--- config.mk ---
export PLATFORM = sky130hd
export DESIGN_NAME = serial_adder
export DESIGN_NICKNAME = d
export VERILOG_FILES = /design/src/rtl/serial_adder_pkg.sv /design/src/rtl/adder.sv /design/src/rtl/serial_adder.sv
export SDC_FILE = /design/constraint.sdc
export NUM_CORES = 1
export LEC_CHECK = 0
export CAP_MARGIN = 20
export CORE_UTILIZATION = 45
export CTS_CLUSTER_SIZE = 24
export DETAILED_ROUTE_END_ITERATION = 8
export PLACE_DENSITY = 0.72
export SYNTH_ARGS = -nofsm -noshare
export SYNTH_HDL_FRONTEND = slang
export SYNTH_SLANG_ARGS = --single-unit
--- constraint.sdc ---
create_clock -name clk -period 1.3 [get_ports clk]
set_clock_uncertainty 0.15 [all_clocks]
set_input_delay 0.13 -clock clk [delete_from_list [all_inputs] [get_ports clk]]
set_output_delay 0.13 -clock clk [all_outputs]
set_load 0.005 [all_outputs]
--- src/rtl/serial_adder_pkg.sv ---
// -----------------------------------------------------------------------------
// serial_adder_pkg
// Shared definitions for the bit-serial adder.
//   - ST_IDLE / ST_RUN / ST_DONE : state encodings
//   - state_t                    : FSM state type built on those encodings
//   - DEFAULT_WIDTH              : default operand/sum width
// -----------------------------------------------------------------------------
package serial_adder_pkg;

    localparam logic [1:0] ST_IDLE = 2'd0;
    localparam logic [1:0] ST_RUN  = 2'd1;
    localparam logic [1:0] ST_DONE = 2'd2;

    localparam int DEFAULT_WIDTH = 8;

    typedef enum logic [1:0] {
        IDLE = ST_IDLE,
        RUN  = ST_RUN,
        DONE = ST_DONE
    } state_t;

endpackage

--- src/rtl/adder.sv ---
// -----------------------------------------------------------------------------
// adder
// 1-bit full-adder cell used as the per-bit arithmetic element.
// Ports (in cell order):
//   a    : input  operand bit A
//   b    : input  operand bit B
//   cin  : input  carry in
//   cout : output carry out
//   s    : output sum bit
// -----------------------------------------------------------------------------
module adder (
    input  logic a,
    input  logic b,
    input  logic cin,
    output logic cout,
    output logic s
);

    assign s    = a ^ b ^ cin;
    assign cout = (a & b) | (a & cin) | (b & cin);

endmodule

--- src/rtl/serial_adder.sv ---
// -----------------------------------------------------------------------------
// serial_adder
// Bit-serial WIDTH-bit adder. Operands are latched on an accepted start and
// fed LSB first, one bit pair per clock, through a single full-adder cell.
// The cell carry is registered and fed back. After WIDTH bit cycles the sum
// and final carry are published on s/cout with a one-cycle done pulse.
//
// Optional feature macro: SERIAL_ADDER_SUB_EN
//   When defined, a `sub` input exists; sub = 1 on accept loads ~b and a
//   carry-in of 1 so the block computes a - b (cout = 1 means no borrow).
//   When undefined the block is add-only with no inverter on the b path.
//
// Ports:
//   clk   : rising-edge clock
//   rst_n : synchronous active-low reset
//   start : request, accepted in IDLE or DONE (i.e. whenever busy = 0)
//   a, b  : WIDTH-bit operands, sampled on the accepting edge
//   cin   : initial carry-in, sampled on the accepting edge
//   sub   : subtract select (SERIAL_ADDER_SUB_EN only)
//   busy  : high while bits are being processed (state RUN)
//   done  : one-cycle pulse, s/cout just updated (state DONE)
//   s     : sum result register, holds until the next completion
//   cout  : final carry-out register, holds until the next completion
//
// Handshake: start is a level request sampled on each rising edge; it is
// taken only when busy = 0, and ignored (not queued) while busy = 1.
// -----------------------------------------------------------------------------
module serial_adder
    import serial_adder_pkg::*;
#(
    parameter int WIDTH = DEFAULT_WIDTH
) (
    input  logic             clk,
    input  logic             rst_n,
    input  logic             start,
    input  logic [WIDTH-1:0] a,
    input  logic [WIDTH-1:0] b,
    input  logic             cin,
`ifdef SERIAL_ADDER_SUB_EN
    input  logic             sub,
`endif
    output logic             busy,
    output logic             done,
    output logic [WIDTH-1:0] s,
    output logic             cout
);

    localparam int              CNT_W    = $clog2(WIDTH + 1);
    localparam logic [CNT_W-1:0] LAST_CNT = CNT_W'(WIDTH - 1);

    // FSM state; kept as a named register so checkers can bind to it.
    state_t           r_state;
    state_t           w_state_next;

    logic [WIDTH-1:0] r_sa;
    logic [WIDTH-1:0] r_sb;
    logic             r_carry;
    logic [CNT_W-1:0] r_cnt;
    logic [WIDTH-1:0] r_sum_sh;
    logic [WIDTH-1:0] r_s;
    logic             r_cout;

    logic             w_accept;
    logic             w_step;
    logic             w_finish;
    logic             w_bit_s;
    logic             w_bit_cout;
    logic [WIDTH-1:0] w_sum_next;
    logic [WIDTH-1:0] w_load_b;
    logic             w_load_c;

    // Values captured on an accepting edge.
`ifdef SERIAL_ADDER_SUB_EN
    assign w_load_b = sub ? ~b : b;
    assign w_load_c = sub ? 1'b1 : cin;
`else
    assign w_load_b = b;
    assign w_load_c = cin;
`endif

    // Single full-adder cell working on the current LSB pair.
    adder u_adder (
        .a    (r_sa[0]),
        .b    (r_sb[0]),
        .cin  (r_carry),
        .cout (w_bit_cout),
        .s    (w_bit_s)
    );

    // New sum bit enters at the MSB; after WIDTH shifts bit 0 of the result
    // sits at bit 0. The cast drops the shifted-out LSB and also covers
    // WIDTH = 1 without a special case.
    assign w_sum_next = WIDTH'({w_bit_s, r_sum_sh} >> 1);

    // ------------------------------------------------------------------
    // FSM state register
    // ------------------------------------------------------------------
    always_ff @(posedge clk) begin
        if (!rst_n) begin
            r_state <= IDLE;
        end else begin
            r_state <= w_state_next;
        end
    end

    // ------------------------------------------------------------------
    // FSM next-state and control decode
    // ------------------------------------------------------------------
    always_comb begin
        w_state_next = r_state;
        w_accept     = 1'b0;
        w_step       = 1'b0;
        w_finish     = 1'b0;
        case (r_state)
            IDLE: begin
                if (start) begin
                    w_accept     = 1'b1;
                    w_state_next = RUN;
                end
            end
            RUN: begin
                w_step = 1'b1;
                if (r_cnt == LAST_CNT) begin
                    w_finish     = 1'b1;
                    w_state_next = DONE;
                end
            end
            DONE: begin
                // DONE is a busy = 0 cycle, so a new request is taken here.
                if (start) begin
                    w_accept     = 1'b1;
                    w_state_next = RUN;
                end else begin
                    w_state_next = IDLE;
                end
            end
            default: begin
                w_state_next = IDLE;
            end
        endcase
    end

    // ------------------------------------------------------------------
    // Datapath
    // ------------------------------------------------------------------
    always_ff @(posedge clk) begin
        if (!rst_n) begin
            r_sa     <= '0;
            r_sb     <= '0;
            r_carry  <= 1'b0;
            r_cnt    <= '0;
            r_sum_sh <= '0;
        end else if (w_accept) begin
            r_sa    <= a;
            r_sb    <= w_load_b;
            r_carry <= w_load_c;
            r_cnt   <= '0;
        end else if (w_step) begin
            r_sa     <= r_sa >> 1;
            r_sb     <= r_sb >> 1;
            r_carry  <= w_bit_cout;
            r_cnt    <= r_cnt + CNT_W'(1);
            r_sum_sh <= w_sum_next;
        end
    end

    // Result registers only change on completion (or reset).
    always_ff @(posedge clk) begin
        if (!rst_n) begin
            r_s    <= '0;
            r_cout <= 1'b0;
        end else if (w_finish) begin
            r_s    <= w_sum_next;
            r_cout <= w_bit_cout;
        end
    end

    assign busy = (r_state == RUN);
    assign done = (r_state == DONE);
    assign s    = r_s;
    assign cout = r_cout;

endmodule

==> run_results.csv <==
group,metric,value,unit
global_route,grt_max_degree,45,
finish,antennaDiodeCount,0,
yosys,synth_chip_area,0.00160,mm2
floorplanning,core_ar,0.00336,mm2
yosys,largest_non_sequential_cell_family_by_area,"simple AND/OR/NAND/NOR gates",
yosys,synth.net_count,207,
worst_hold_path,hold_path_start,"b[7]",
floorplanning,pin_count,31,
critical_path,crit_required,1.44,ns
critical_path,cp_data_arrival_time,1.51,ns
yosys,synth-seq-cells,39,
clock_tree,insertion_delay,0.36,ns
finish,areaGrowthSynthToFinish,44.3,%
worst_hold_path,min_path_type,"primary input to flop",
timing,fmaxAchievable,728,MHz
finish,layout-drive-gt1-share,0.281,
power,cellLeakagePower,0.874,nW
clock_tree,cts_inserted_buffers,5,
yosys,synth.cellmix.adderShare,0.0203,
global_route,globalRoute.totalOverflow,0,
critical_path,worst_setup_path_end_kind,"flop",
timing,finalSetupTns,-0.518,ns
timing,timing.final.setup_violations,11,
yosys,seq_area_frac_synth,0.487,
run_status,status,"finished with violations",
drt,vias_per_cell,5.21,
yosys,ys_async_sr_fraction,0,
floorplanning,core.rowCount,21,
yosys,yosys.area.top_type,"sky130_fd_sc_hd__dfxtp_1",
yosys,synth-cells-yosys,185,
clock_tree,clock_sinks,39,
drt,drt_pre_antenna_iters,4,
power,power_density,1050,mW/mm2
yosys,synth.cellmix.xorXnorShare,0.0109,
finish,finish.net_count,252,
drt,wirelength,3690,um
floorplanning,floorplan.die_area,0.00380,mm2
yosys,top_cells_by_area,"sky130_fd_sc_hd__dfxtp_1 (49%), sky130_fd_sc_hd__nand2_1 (13%), sky130_fd_sc_hd__mux2i_1 (5.6%)",
timing,finalWorstPathRequiredPeriod,1.37,ns
yosys,simple_gate_area_frac,0.216,
placement,placed_cells,259,
timing,rsz0062_at_grt,"yes",
yosys,synth_compound_gate_area_share,0.156,
critical_path,worst_setup_path_startpoint,"r_cnt[1]$_SDFFE_PP0P_",
drt,drc,0,
yosys,post-synth-top-area-fraction,0.487,
drt,routed_length_per_instance,13.3,um
yosys,mappedNetlistArea,0.00160,mm2
yosys,synth_top_flop_cell,"sky130_fd_sc_hd__dfxtp_1",
global_route,grt_pass1_wl,5400,um
clock_tree,cts_hold_buffers,0,
yosys,syn_area_per_cell,8.66,um2
timing,finalMaxSlewViolations,0,
drt,drtAntennaViolNets,0,
placement,dp.final_hpwl,2190,um
critical_path,critPathLaunchType,"flop",
global_route,first_global_vias,1196,
run_status,failed_checks,"negative setup slack",
run,max_cap_violations,0,
finish,comb_area,833,um2
finish,finalNonFillerCells,277,
yosys,muxShareOfSynthArea,0.0562,
run,log.warning_count,29,
power,ir_worst_vdd,796,uV
yosys,synth_dominant_cell_count,"sky130_fd_sc_hd__nand2_1",
finish,post-route-util,0.688,
critical_path,cp_max_fo,10,
finish,layout.area.seq,802,um2
yosys,most_numerous_cell_types_in_the_synthesized_netlist,"sky130_fd_sc_hd__nand2_1 (54), sky130_fd_sc_hd__dfxtp_1 (39), sky130_fd_sc_hd__mux2i_1 (9)",
timing,slew_at_the_pin_closest_to_its_max_slew_limit,0.231,ns
clock_tree,ctsLongestPathBuffers,2,
timing,setup_slack,-0.0746,ns
-- power by group --
| part | leakage, nW | internal (W) | total, W | switching (W) |
|---|---|---|---|---|
| sequential | 0.326 | 0.00125 | 0.00129 | 0.0000393 |
| clock | 0.0375 | 0.000316 | 0.000744 | 0.000428 |
| combinational | 0.511 | 0.000209 | 0.000392 | 0.000183 |
| total | 0.874 | 0.00178 | 0.00243 | 0.000650 |
-- final cells by class --
class / count / area share
Multi-Input combinational cell: 131 / 0.360
Sequential cell: 39 / 0.347
Timing Repair Buffer: 52 / 0.234
Clock buffer: 7 / 0.0281
Tap cell: 46 / 0.0249
Clock inverter: 1 / 0.00324
Inverter: 1 / 0.00270
-- cells in the final DEF (no fill, tap or decap), drive strengths merged, types with 2 or more instances in the layout --
master         Yosys  final
nand2             54     54
dfxtp             39     39
buf                9     22
clkdlybuf4s50      0     19
a21boi            10     10
dlygate4sd2        0      9
mux2i              9      9
clkbuf             5      9
nor2               8      8
o21ai              8      8
a31oi              7      7
nor3               5      5
o221ai             5      5
a21oi              5      5
nand3              4      4
a22oi              3      3
nand2b             2      2
nand3b             2      2
and2b              2      2
-- per-stage QoR --
| step | setup WS [ns] | total power [W] | hold WS [ns] | area, um2 |
|---|---|---|---|---|
| 2_1_floorplan | -0.00489 | 0.00149 | 0.114 | 1620 |
| 3_3_place_gp | -0.137 | 0.00160 | 0.291 | 2020 |
| 3_5_place_dp | -0.179 | 0.00161 | 0.299 | 2020 |
| 4_1_cts | -0.0736 | 0.00234 | 0.167 | 2140 |
| 5_1_grt | -0.128 | 0.00253 | 0.171 | 2310 |
| 6_report | -0.0746 | 0.00243 | 0.181 | 2310 |
-- state kept, by name (all words and copies together), names as in the netlist --
register  cells
r_cnt         4
r_sa          8
r_sb          8
r_state       2
r_carry       1
r_sum_sh      7
s             8
cout          1
-- repair_timing --
item / CTS / global route
resized: 38 / 26
buffers inserted: 4 / 4
hold endpoints to repair: 0 / 0
gates cloned: 0 / 3
pin swaps: 2 / 11
endpoints found under the setup margin: 29 / 33
-- cells by family after synthesis --
group	after synthesis
AND/OR/NAND/NOR	80
flip-flops	39
AND-OR/OR-AND	38
buffers and inverters	15
multiplexers	9
XOR/XNOR	2
adder cells (fa/ha/maj)	2
-- critical path, cell delays in order (launching register included) --
cell                       delay (ns)
sky130_fd_sc_hd__dfxtp_2         0.38
sky130_fd_sc_hd__ha_4            0.14
sky130_fd_sc_hd__nand3b_1        0.15
sky130_fd_sc_hd__nor2_4          0.14
sky130_fd_sc_hd__buf_12          0.15
sky130_fd_sc_hd__mux2i_2         0.19
-- path summary, 6_finish.rpt --
check | end | slack, ns | depth (start not counted)
max | cout$_SDFFE_PN0P_ | -0.07 | 5
min | r_sb[7]$_SDFFE_PN0P_ | 0.18 | 3
max reg2reg | cout$_SDFFE_PN0P_ | -0.07 | 5
min reg2reg | s[5]$_SDFFE_PN0P_ | 0.31 | 2
-- layer usage --
layer | vias to the layer above | routed length (um) | GRT usage
met5 | - | 0 | 0
li1 | 720 | - | -
met2 | 51 | 1860 | 0.309
met4 | 0 | 54 | 0.0857
met1 | 666 | 1590 | 0.258
met3 | 7 | 186 | 0.0630
Clock distribution:
Bar = 20 um.
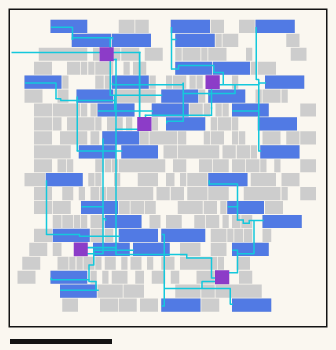
legend:
  clock-net drivers:
    colour: purple
    count: 5
  clock wires:
    colour: cyan
    length: 499 um
  flip-flops:
    colour: blue
    count: 39
flops lie: widely spread

The metal 3 layer:
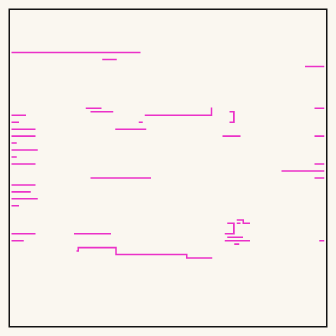
main direction: horizontal
nets with wire on the layer: 32
share of all routed wire: 5.1%

Placed standard cells:
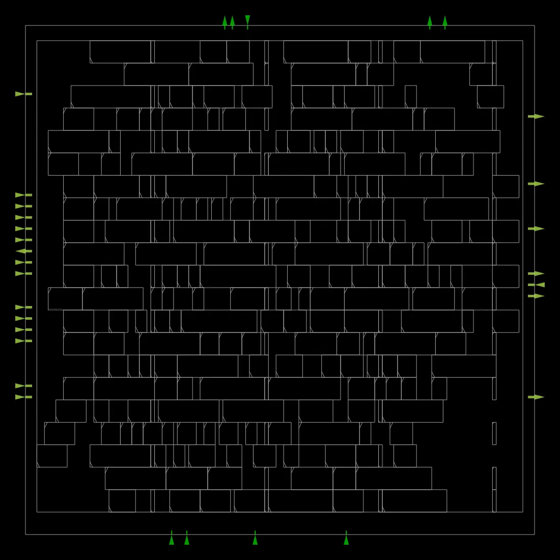
count of flip-flops and latches: 39
Fill cells: 296

Ports around the boundary:
Pins as bars across the die edge, other pins in grey.
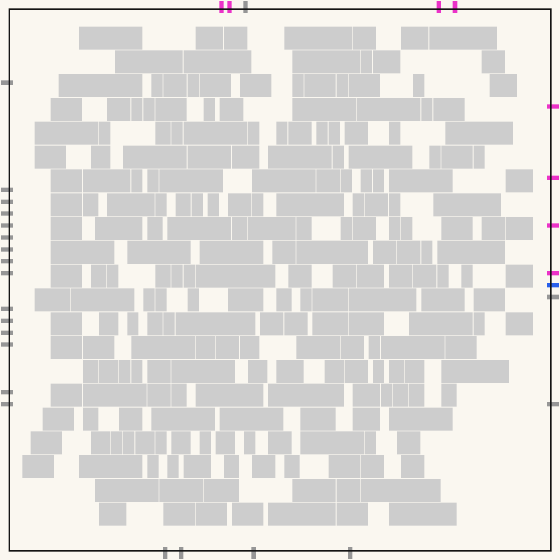
legend:
  `s`:
    colour: magenta
    pins: 8
    direction: output
    edge: 4 top, 4 right
  `cin`:
    colour: blue
    pins: 1
    direction: input
    edge: right

Power and IR drop assume default switching activity.
